Run 1, nets reached from selected ports:
(6 px per um)
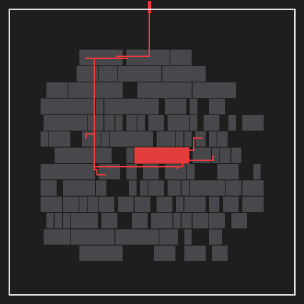
Run 1, I/O pins on the die edge:
(10 px per um) Pins as bars across the die edge, other pins in gray.
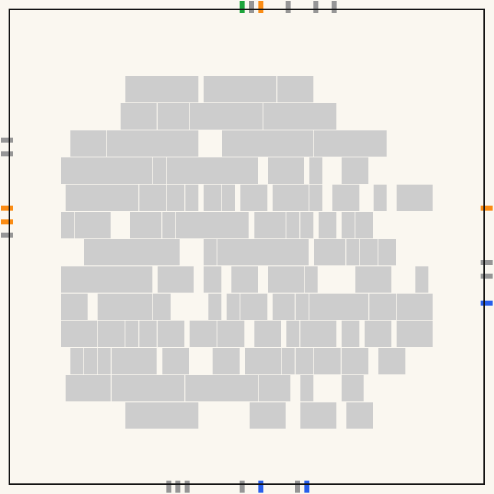
Run 1, cell outlines without signal wires:
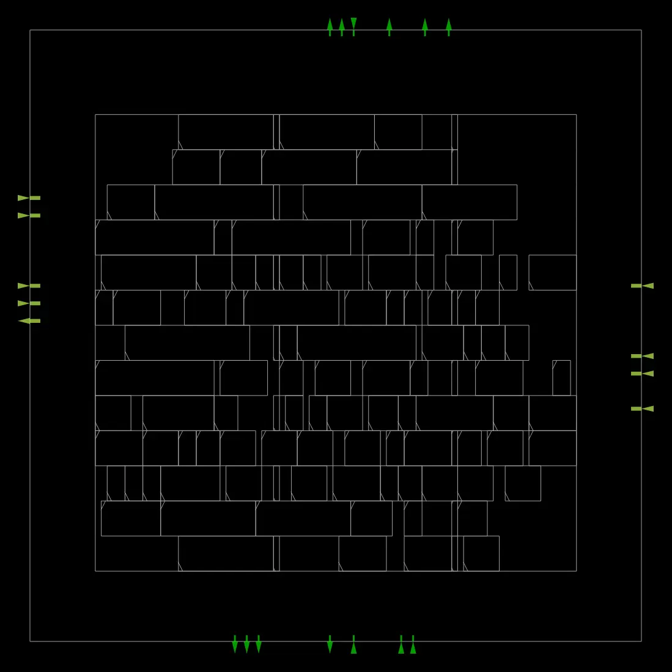
Run 1, drive-strength map:
(10 px per um)
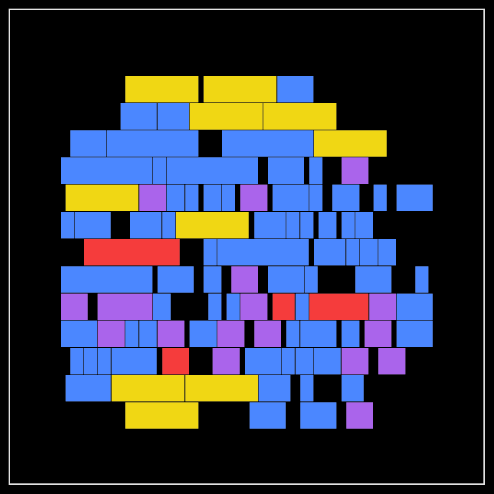
### src/rtl/univ_shift_reg.sv
// N-bit universal shift register: parallel load, logical/arithmetic shifts, rotates,
// synchronous clear, global enable and a saturating shift-step counter.
module univ_shift_reg #(
  parameter int unsigned N  = 4,
  parameter int unsigned CW = $clog2(N + 1)
) (
  input  logic          clk,
  input  logic          rst,
  input  logic          en,
  input  logic [2:0]    mode,
  input  logic [N-1:0]  a,
  input  logic          sin_lsb,
  input  logic          sin_msb,
  output logic [N-1:0]  q,
  output logic          sout_msb,
  output logic          sout_lsb,
  output logic [CW-1:0] cnt,
  output logic          drained
);

  localparam logic [2:0] M_HOLD = 3'b000;
  localparam logic [2:0] M_LOAD = 3'b001;
  localparam logic [2:0] M_SHL  = 3'b010;
  localparam logic [2:0] M_SHR  = 3'b011;
  localparam logic [2:0] M_ROL  = 3'b100;
  localparam logic [2:0] M_ROR  = 3'b101;
  localparam logic [2:0] M_ASR  = 3'b110;
  localparam logic [2:0] M_CLR  = 3'b111;

  localparam logic [CW-1:0] CNT_MAX = CW'(N);

  logic [N-1:0]  q_next;
  logic [CW-1:0] cnt_next;
  logic [CW-1:0] cnt_step;

  // Shift/rotate steps saturate at N so drained stays set until load/clear
  assign cnt_step = (cnt < CNT_MAX) ? cnt + CW'(1) : cnt;

  always_comb begin
    q_next   = q;
    cnt_next = cnt;
    if (en) begin
      case (mode)
        M_HOLD: begin
          q_next   = q;
          cnt_next = cnt;
        end
        M_LOAD: begin
          q_next   = a;
          cnt_next = '0;
        end
        M_SHL: begin
          q_next   = {q[N-2:0], sin_lsb};
          cnt_next = cnt_step;
        end
        M_SHR: begin
          q_next   = {sin_msb, q[N-1:1]};
          cnt_next = cnt_step;
        end
        M_ROL: begin
          q_next   = {q[N-2:0], q[N-1]};
          cnt_next = cnt_step;
        end
        M_ROR: begin
          q_next   = {q[0], q[N-1:1]};
          cnt_next = cnt_step;
        end
        M_ASR: begin
          q_next   = {q[N-1], q[N-1:1]};
          cnt_next = cnt_step;
        end
        M_CLR: begin
          q_next   = '0;
          cnt_next = '0;
        end
      endcase
    end
  end

  always_ff @(posedge clk or negedge rst) begin
    if (!rst) begin
      q   <= '0;
      cnt <= '0;
    end else begin
      q   <= q_next;
      cnt <= cnt_next;
    end
  end

  // Serial taps and drained reflect the current register state
  assign sout_msb = q[N-1];
  assign sout_lsb = q[0];
  assign drained  = (cnt == CNT_MAX);

endmodule
### config.mk
export PLATFORM = sky130hd
export DESIGN_NAME = univ_shift_reg
export DESIGN_NICKNAME = d
export VERILOG_FILES = /design/src/rtl/univ_shift_reg.sv
export SDC_FILE = /design/constraint.sdc
export NUM_CORES = 1
export LEC_CHECK = 0
export CAP_MARGIN = 15
export CORE_MARGIN = 5
export CORE_UTILIZATION = 40
export CTS_CLUSTER_DIAMETER = 30
export CTS_CLUSTER_SIZE = 30
export DETAILED_ROUTE_END_ITERATION = 10
export HOLD_SLACK_MARGIN = 0.12
export PLACE_DENSITY = 0.75
export SLEW_MARGIN = 20
export SYNTH_ARGS = -nofsm -noshare
export SYNTH_HDL_FRONTEND = slang
export SYNTH_SLANG_ARGS = --single-unit
### constraint.sdc
create_clock -name clk -period 1.8 [get_ports clk]
set_clock_uncertainty 0.1 [all_clocks]
set_input_delay 0.27 -clock clk [delete_from_list [all_inputs] [get_ports clk]]
set_output_delay 0.27 -clock clk [all_outputs]
set_load 0.1 [all_outputs]
==> impl_metrics.toml, run 1 <==
# generated from flow reports
[outcome]
outcome = "completed"

[layout]
signal_buffers = 34
buffer_area_share_pct = 41.7
n_clock_buffer = 4
stdcell_count = 116

[critical_path]
cp_data_required_time_ps = 1430
endpoint_kind = "output port"
critical_path.cell_chain = "inv_1, ha_1, and2_2, buf_12"
worstSetupStartpointType = "flip-flop"
path_class = "flip-flop to output port"

[sta]
final-hold-violation-count = 0
slew-limit-headroom_pct = 75.9
achievable-frequency_ghz = 0.587
finalWorstSetupSlack_ps = 96.7
rsz0062_at_grt = "no"
final_min_period_over_clock_period_pct = 94.6

[floorplanning]
die.size.y_um = 47.4
top_level_ports = 22

[routing]
detailedRoute.firstIterationViolations = 7
drt_first_pass_iters = 4

[clocking]
cts_buffer_depth = 2
postCtsSetupBuffers = 0
clockRootBuffer = "sky130_fd_sc_hd__clkbuf_4"

[run]
openroad.warnings = 28

[synthesis]
top_cell_area_share_pct = 31.4
netlist_area_before_placement_um2 = 558
synth.avg_cell_area_um2 = 8.09
ys_chip_area_um2 = 558

[grt]
grt.overflow.total = 0

[place]
gp_congestion = 0.751

[pwr]
power.total_mw = 1.48
## Picture notes: 'nets reached from selected ports'
legend:
  red:
    port: sout_msb
    bits: 1
    direction: output
    edge: top
    end_cells: 1
    buffers: 1
    wire: 69.5 um

## Picture notes: 'I/O pins on the die edge'
legend:
  green:
    port: sout_msb
    pins: 1
    direction: output
    edge: top
  blue:
    port: mode
    pins: 3
    direction: input
    edge: 2 bottom, 1 right
  orange:
    port: a
    pins: 4
    direction: input
    edge: 2 left, 1 top, 1 right
all pins by edge: 7 bottom, 6 top, 5 left, 4 right

## Picture notes: 'cell outlines without signal wires'
sequential cells: 7
tally of filler cells in the layout: 91

## Picture notes: 'drive-strength map'
legend:
  red:
    size: x2
    cells: 4
  blue:
    size: x1 and smaller
    cells: 70
    most_used: nand2_1
  purple:
    size: x3 and x4
    cells: 17
    most_used: buf_4
  yellow:
    size: x6 and larger
    cells: 10
    most_used: buf_12

-- run 1: layer usage --
layer	wire length [um]	GRT usage (%)	part of all wire, %	up-vias
li1	-	-	-	306
met1	662	21.9	42	276
met5	0	0	0	-
met4	29	6.63	1.8	0
met3	91	5.36	5.8	4
met2	794	29.1	50	16
-- run 1: sequential cells by signal, summed over array words and instances (netlist names) --
name  cells
cnt       3
q         4
-- run 1: worst max-delay path: cells and delay by family (launching register included) --
kind,cells,cell delay [ps]
buf+inv,2,230
simple gates,1,200
fa+ha+maj,1,190
flops,1,450
-- run 1: cells by family after synthesis --
kind of cell | synth area share (%)
and+or+nand+nor | 19.3
buffers and inverters | 10.5
adders and majority gates | 4.48
DFF | 31.4
muxes | 8.07
xor gates and xnor gates | 3.14
AOI/OAI and AO/OA | 23.1
-- run 1: cell usage after synthesis (all sizes together) --
cell and instances:
a211oi 1, a21o 1, a21oi 6, a221o 1
a221oi 2, a311o 1, a32o 1, and2 1
and3b 1, buf 6, dfrtp 7, ha 2
inv 4, mux2 1, mux2i 3, nand2 13
nand2b 1, nor2 8, nor3 1, o21ai 4
o221ai 1, o31ai 1, xnor2 2
-- run 1: path summary, 6_finish.rpt --
check	to	depth (start not counted)	from	slack (ps)
setup / recovery	drained	4	cnt[0]	100
hold / removal	q[2]	1	rst	160
setup reg to reg	cnt[0]	3	cnt[2]	340
hold reg to reg	q[1]	2	q[1]	520
max in group asynchronous	cnt[2]	1	rst	1170
min in group clk	q[1]	2	q[1]	520
-- run 1: report_power, final --
group          switching (mW)  internal [mW]  total, mW
sequential             0.0997          0.209      0.309
combinational           0.628          0.392       1.02
clock                  0.0615         0.0849      0.146
total                   0.790          0.686       1.48
==> run 1 -> run 2 <==
Settings changed: CORE_UTILIZATION 40 to 35, PLACE_DENSITY 0.75 to 0.67.
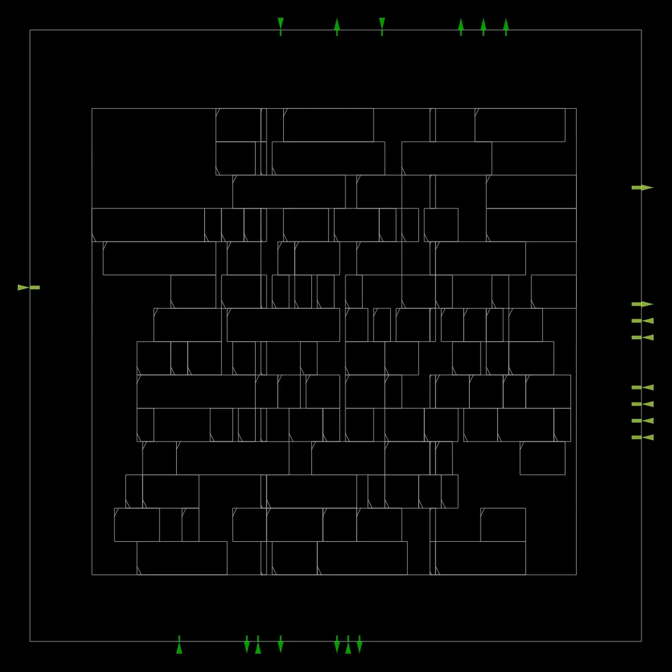
Run 2: cell outlines without signal wires
tap cells: 16
tally of filler cells in the layout: 135

==> run 2 against run 1 <==
Critical endpoint is now cnt[0]. Utilization fell by 10 points. Synthesized cell count did not move. Critical path depth did not move. Sequential share of layout area rose by 0.21 points. Final area fell by 1.2%. Register-to-register slack barely moved. First-iteration DRC count rose by 130%. Highest routed layer unchanged. Clock power fell by 5%. Via count fell by 0.66%.
==> impl_metrics.toml, run 2 <==
# generated from flow reports
[outcome]
outcome = "completed"

[pwr]
share_seq_of_total_power_pct = 21.4
power.share.switching_pct = 53.5
power_top_consumer = "combinational cells"
seq-power_uw = 313
power_frac_comb_pct = 69.1
p_sw_uw = 783
clockPowerShare_pct = 9.5
pwr.group.clock_uw = 139
power.internal_uw = 679

[synthesis]
largest_logic_family = "AND-OR/OR-AND gates"
synth.mux.area_fraction_pct = 8.07
top_cell_area_share_pct = 31.4
most_common_flop_cell_mapped_by_yosys = "sky130_fd_sc_hd__dfrtp_1"
most_frequently_used_cell_type_in_the_post_synthesis_netlist = "sky130_fd_sc_hd__nand2_1"
synth.avg_cell_area_um2 = 8.09
fa_ha_area_share_pct = 4.48
aoi_share_pct = 23.1
post_synth_xor_area_fraction_pct = 3.14
ys_chip_area_um2 = 558
synthSimpleGateAreaFrac_pct = 19.3
yosys.area.top_type = "sky130_fd_sc_hd__dfrtp_1"
netlist_area_before_placement_um2 = 558
synth_top_cells_by_count = "sky130_fd_sc_hd__nand2_1 (12), sky130_fd_sc_hd__nor2_1 (8), sky130_fd_sc_hd__dfrtp_1 (7)"

[sta]
slew-limit-headroom_pct = 76.5
rsz0062_at_grt = "no"
final-hold-violation-count = 0
achievable-frequency_ghz = 0.576
final_min_period_over_clock_period_pct = 96.4

[layout]
post_route_cells_drive_above_1_share_pct = 29.3
largestRegisters = "q (4), cnt (3)"
number_of_flip_flops_in_the_largest_register = 4

[critical_path]
worstSetupStartpointType = "primary input"
critical_path.cell_chain = "clkdlybuf4s50_1, nor2_1, a311o_1, mux2_4"
cp_data_required_time_ps = 1820
path_class = "primary input to flip-flop"
endpoint_kind = "flip-flop"

[floorplanning]
die.size.y_um = 49.9
top_level_ports = 22

[run]
openroad.warnings = 28

[place]
gp_congestion = 0.794

[grt]
grt.overflow.total = 0

[routing]
detail_route.drc_violations = 0
drt_first_pass_iters = 4

[clocking]
clockRootBuffer = "sky130_fd_sc_hd__clkbuf_4"
cts_buffer_depth = 2
clkLatencyLatePin_ps = 240
## run 2: area by class of cell
type / count / area [um^2]
clock buffers: 4 / 26.3
fillers: 135 / 541
inverters: 4 / 15.0
multi-input cells: 52 / 333
flip-flops and latches: 7 / 176
well taps: 16 / 20.0
repair buffers: 32 / 395
## run 2: through the flow
| step | instances | worst slack [ps] | util (%) | hold slack [ps] | power [mW] |
|---|---|---|---|---|---|
| floorplan | 69 | -199 | - | -126 | 0.930 |
| global placement | 111 | -114 | 61.7 | 455 | 1.31 |
| detailed placement | 111 | -152 | 61.7 | 461 | 1.33 |
| CTS | 115 | 61.6 | 63.5 | 196 | 1.48 |
| global route | 115 | 5.57 | 64.1 | 214 | 1.53 |
| finish | 115 | 65.2 | 64.1 | 189 | 1.46 |
## run 2: layer usage
layer	track usage (%)	vias to the layer above	part of all wire [%]
met4	5.24	0	1.4
met2	22.2	17	49
li1	-	299	-
met3	2.11	2	4.5
met1	16.6	280	45
met5	0	-	0
## run 2: path summary, 6_finish.rpt
check | slack, ps | cells after the start | from | end
max in group asynchronous | 1140 | 1 | rst | cnt[2]
worst max-delay path | 70 | 4 | mode[2] | cnt[0]
min in group clk | 510 | 2 | q[1] | q[1]
worst min register to register | 510 | 2 | q[1] | q[1]
worst min-delay path | 190 | 1 | rst | q[1]
worst max register to register | 330 | 3 | cnt[2] | cnt[0]
## run 2: worst reg2reg max path, stage by stage, from the launching register on
cell and delay, ps:
sky130_fd_sc_hd__dfrtp_2 430, sky130_fd_sc_hd__and3b_1 190, sky130_fd_sc_hd__a311o_1 320, sky130_fd_sc_hd__mux2_4 310
## run 2: timing repair
item	in CTS	in global routing
endpoints found under the setup margin	0	4
gates resized	0	2
endpoints found under the hold margin	0	0
setup buffers	0	0
Power is estimated from default activity; no workload was simulated.
